[config.mk]
export PLATFORM = sky130hd
export DESIGN_NAME = band_mixer
export DESIGN_NICKNAME = d
export VERILOG_FILES = /design/src/rtl/band_mixer.sv
export SDC_FILE = /design/constraint.sdc
export NUM_CORES = 1
export LEC_CHECK = 0
export CAP_MARGIN = 20
export CELL_PAD_IN_SITES_DETAIL_PLACEMENT = 1
export CELL_PAD_IN_SITES_GLOBAL_PLACEMENT = 1
export CORE_MARGIN = 5
export CORE_UTILIZATION = 45
export CTS_CLUSTER_DIAMETER = 40
export DETAILED_ROUTE_END_ITERATION = 7
export GPL_ROUTABILITY_DRIVEN = 1
export PLACE_DENSITY = 0.84
export SLEW_MARGIN = 20
export SYNTH_ARGS = -nofsm -noshare
export SYNTH_HDL_FRONTEND = slang
export SYNTH_SLANG_ARGS = --single-unit
[constraint.sdc]
create_clock -name clk -period 14.1 [get_ports clk]
set_clock_uncertainty 0.2 [all_clocks]
set_input_delay 2.82 -clock clk [delete_from_list [all_inputs] [get_ports clk]]
set_output_delay 2.82 -clock clk [all_outputs]
set_load 0.02 [all_outputs]
[src/rtl/band_mixer.sv]
// rtl/band_mixer.sv - masks equalizer bands, sums them through a registered adder tree, shifts and saturates.
// Also keeps a sticky clip flag and a saturating clip-event counter.
module band_mixer #(
  parameter int NUMBER_OF_FILTERS = 8,
  parameter int FILTER_OUT_BITS   = 16,
  parameter int MIX_OUT_BITS      = 16,
  parameter int OUT_SHIFT         = 0
) (
  input  logic                                         clk,
  input  logic                                         rst,
  input  logic                                         en,
  input  logic                                         in_valid,
  input  logic [NUMBER_OF_FILTERS-1:0]                 band_mask,
  input  logic [NUMBER_OF_FILTERS*FILTER_OUT_BITS-1:0] filter_outs,
  input  logic                                         clear_overflow,
  output logic [MIX_OUT_BITS-1:0]                      mix_out,
  output logic                                         out_valid,
  output logic                                         overflow,
  output logic [15:0]                                  sat_count
);

  localparam int N   = NUMBER_OF_FILTERS;
  localparam int FOB = FILTER_OUT_BITS;
  localparam int MOB = MIX_OUT_BITS;
  localparam int L   = (N > 1) ? $clog2(N) : 0;
  localparam int P   = 1 << L;
  localparam int W   = FOB + L;
  localparam int CW  = ((W > MOB) ? W : MOB) + 1;

  localparam logic signed [CW-1:0] SMAX = {{(CW-MOB+1){1'b0}}, {(MOB-1){1'b1}}};
  localparam logic signed [CW-1:0] SMIN = {{(CW-MOB+1){1'b1}}, {(MOB-1){1'b0}}};

  // Heap-ordered tree: node[1] is the root, node[P..2P-1] are the stage-0 leaves.
  logic signed [W-1:0] node [1:2*P-1];
  logic signed [W-1:0] leaf [0:P-1];
  logic        [L:0]   vld;

  logic signed [W-1:0]  shifted;
  logic signed [CW-1:0] s_ext;
  logic                 clamp_hi;
  logic                 clamp_lo;
  logic [MOB-1:0]       mix_d;
  logic                 sat_event;

  for (genvar i = 0; i < P; i++) begin : g_leaf
    if (i < N) begin : g_band
      assign leaf[i] = band_mask[i] ? W'($signed(filter_outs[i*FOB +: FOB])) : '0;
    end else begin : g_pad
      assign leaf[i] = '0;
    end
  end

  always_ff @(posedge clk or posedge rst) begin
    if (rst) begin
      for (int k = 1; k < 2*P; k++) node[k] <= '0;
      vld       <= '0;
      mix_out   <= '0;
      out_valid <= 1'b0;
    end else if (en) begin
      if (in_valid) begin
        for (int i = 0; i < P; i++) node[P+i] <= leaf[i];
      end
      for (int k = 1; k < P; k++) node[k] <= node[2*k] + node[2*k+1];
      vld[0] <= in_valid;
      for (int l = 1; l <= L; l++) vld[l] <= vld[l-1];
      mix_out   <= mix_d;
      out_valid <= vld[L];
    end
  end

  // Compare in a width that holds both the full sum and the output limits.
  always_comb begin
    shifted  = node[1] >>> OUT_SHIFT;
    s_ext    = CW'(shifted);
    clamp_hi = s_ext > SMAX;
    clamp_lo = s_ext < SMIN;
    mix_d    = s_ext[MOB-1:0];
    if (clamp_hi) mix_d = SMAX[MOB-1:0];
    else if (clamp_lo) mix_d = SMIN[MOB-1:0];
  end

  assign sat_event = en & vld[L] & (clamp_hi | clamp_lo);

  // A clip in the same cycle as a clear restarts the count at one.
  always_ff @(posedge clk or posedge rst) begin
    if (rst) begin
      overflow  <= 1'b0;
      sat_count <= '0;
    end else if (sat_event) begin
      overflow <= 1'b1;
      if (clear_overflow) sat_count <= 16'd1;
      else if (sat_count != 16'hFFFF) sat_count <= sat_count + 16'd1;
    end else if (clear_overflow) begin
      overflow  <= 1'b0;
      sat_count <= '0;
    end
  end

endmodule

==> deck_impl_summary.md <==
Physical Implementation Snapshot

Place
  • Routability cong.: 0.873
  • Input/output buffers: 174
  • Setup WS pre-CTS: 8.35 ns
  • Placed Cells: 2398

Logic synthesis
  • Chip Area, Yosys: 0.0170 mm2
  • Fa+ha+maj area frac: around a tenth
  • Yosys warns: 0
  • Post-synth mux share: 6.23%
  • Flip-flops with a built-in enable: 0
  • Post-synth seq share: 44.1%
  • Count leader, synth: nand2_1
  • Ao+oa area frac: 18.0%
  • Synth area leaders: dfrtp_1, ha_1, nand2_1
  • Synth flops: 299
  • Top cells by count, synth: nand2_1, dfrtp_1, o21ai_0
  • Post-synthesis area per instance: between 9 and 10 um2
  • Area fraction in xor and xnor cells: 5.47%
  • Post-Synthesis Cell Area: 0.0170 mm2
  • Post-synthesis cell type count: 77
  • Async SR Flop Fraction: 100%
  • Dominant combinational family: AND-OR/OR-AND gates
  • Top_reg_cell synth: dfrtp_1
  • Synth Net Count: 2049
  • Post-Syn Instances: 1782
  • Yosys cell count: 1782

Drt
  • Post-route DRC: 0
  • Via/cell ratio: 5.49
  • TritonRoute pass-1 iters: 6
  • Routed Antenna Nets: 0
  • Via count: about 14000
  • First-iteration detailed-routing DRC count: 594
  • Avg WL per Cell: 18.3 um

Global route
  • First-pass GRT wire length: around 76 mm
  • Vias in the first global route: 15000
  • Pin count of the biggest net entering global routing: 129
  • Total grt overflow: 0
  • Initial antenna violation count: 0

Clocking
  • Sink Count: 299
  • Number of buffers created by CTS: 50
  • Clk pin slew, worst setup/hold paths: 0.05 ns
  • Post-CTS setup repair buffer count: 0
  • CTS root buf: clkbuf_16
  • CTS tree: yes
  • Hold Buf Count CTS: 0
  • Resized cells post-CTS: 0

Timing
  • Slew @ Worst Pin: 1.02 ns
  • TNS Setup: 0 ns
  • Max Freq: about 200 MHz
  • Final setup fails: 0
  • Slew headroom: around 32%
  • Pins over their slew limit: 0
  • Final Hold Viols: 0
  • Setup ws final: 9.10 ns
  • Minimum clock period: 5.00 ns
  • Final period util: between 30 and 40%

Finish
  • Final nets: 2206
  • Share of layout cells above drive strength 1: a little under an eighth
  • Area Overhead vs Synth: 23.2%
  • Ant diodes: 0
  • Multi-input combinational cell area: approximately 0.0090 mm2
  • Fin cells: approximately 2500
  • Seq. cell area: 0.00748 mm2
  • Fillcell total: approximately 4100

Critical path
  • Critical Path Fanout Max: 101
  • Internal reg-to-reg setup slack: 11.11 ns
  • CP Launch Type: input port
  • Crit. End Element: async pin
  • Worst reg2reg path endpoint: shifted[16]
  • Reg-to-Reg Start: node[228]
  • Critical Path End: node[224]
  • Worst EP required: 14.49 ns
  • CP startpoint: rst
  • Worst Path Arrival: 5.40 ns

Power
  • Pleak: 9.46 nW
  • Power density cells: approximately 190 mW/mm2
  • Maximum vdd drop: 0.0939 mV

Floorplanning
  • Io pins: 175
  • Die height: 204 um
  • Die Size: 0.0417 mm2
  • # rows: 71
  • Chip width: 204 um

Min path
  • Hold_sp: node[47]
  • WHS Path Cells: 2
  • Hold EP: node[47]

Run status
  • Status: completed

Job
  • Tool Warnings: 32
-- area by class of cell --
class | count | area share, %
clock inverter | 28 | 1.86
sequential | 299 | 35.8
tap | 511 | 3.06
inverter | 50 | 0.934
multi-input combinational | 1356 | 43.0
clock buffer | 64 | 6.68
timing repair buffer | 182 | 8.65
-- worst max-delay path, cell delays in order --
cell and delay [ns]:
clkdlybuf4s50_1 0.49, inv_8 0.46, buf_4 0.80, buf_4 0.74
-- metal layers --
metal,vias to the layer above,track usage (%),wire [um]
met5,-,0,0
met4,0,5.14,851
met3,65,3.05,1450
met2,233,37.6,22300
met1,6783,29.0,20800
li1,6583,-,-
-- report_power, final --
part / switching, mW / internal [mW] / leakage (nW)
registers: 0.172 / 1.08 / 3.75
clock network: 0.441 / 0.848 / 0.871
logic: 0.813 / 0.669 / 4.84
total: 1.43 / 2.59 / 9.46
-- stage by stage --
step | cell area, um2 | power, mW
after detailed placement | 19100 | 2.70
after global placement | 19100 | 2.60
final | 20900 | 4.02
after global routing | 20900 | 4.25
after CTS | 20900 | 4.04
after floorplan | 17000 | 2.25
-- registers in the layout (all words and copies together), names as in the netlist --
| signal | flops |
|---|---|
| vld | 4 |
| mix_out | 16 |
| overflow | 1 |
| out_valid | 1 |
| shifted | 19 |
| sat_count | 16 |
| node | 242 |
-- placed cells by master (no fill, tap or decap), drive strengths merged, types with 19 or more instances in the layout --
cell type / netlist / final
xor2: 39 / 39
mux2: 92 / 92
nand3: 23 / 23
nand2: 318 / 318
a21oi: 120 / 120
ha: 119 / 119
dfrtp: 299 / 299
clkbuf: 64 / 64
xnor2: 67 / 67
nand4: 19 / 19
a21o: 41 / 41
inv: 50 / 56
o21ai: 199 / 199
nor2: 101 / 101
clkdlybuf4s50: 0 / 173
Routing congestion:
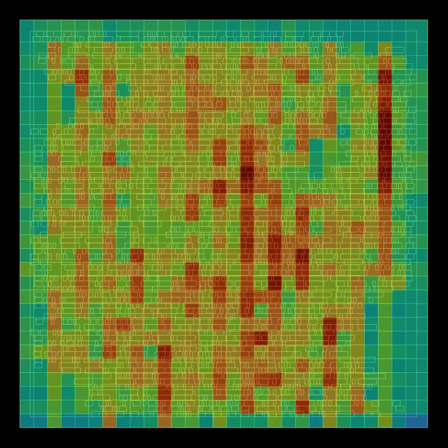
total track usage: 21.7%
met2 global-route usage: 37.6%
grt met3 use: 3.05%
Most Crowded Layer GR: met2
Finished Core Util: 55.9%

Placement density heat map:
(2 px per um) The die is cut into 20 by 20 equal tiles; dark blue is low, red is high, 0 to 100% covered.
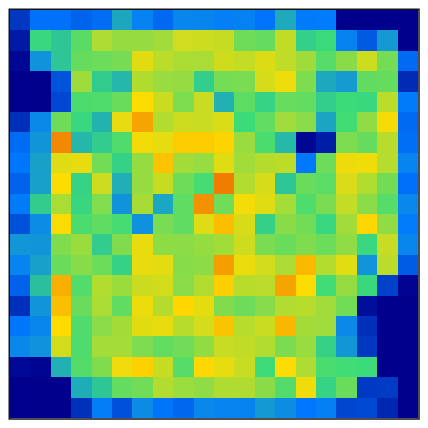
- fullest tile: 86%
- mean over tiles: 49%
- densest ninth of the die: centre
- tiles over 75% full: 5.2%
- nearly empty tiles: 7.5%
Core Area: 0.0374 mm2
Pre-Place Util: 45.4%

Nets reached from selected ports:
(1.5 px per um)
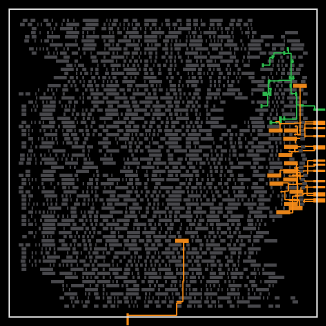
- orange: `mix_out` (bits 16; direction output; edge 15 east, 1 south; end cells 16; buffers 16; wire 486 um)
- green: `clear_overflow` (bits 1; direction input; edge east; end cells 18; buffers 1; wire 162 um)

Power and IR drop assume default switching activity.
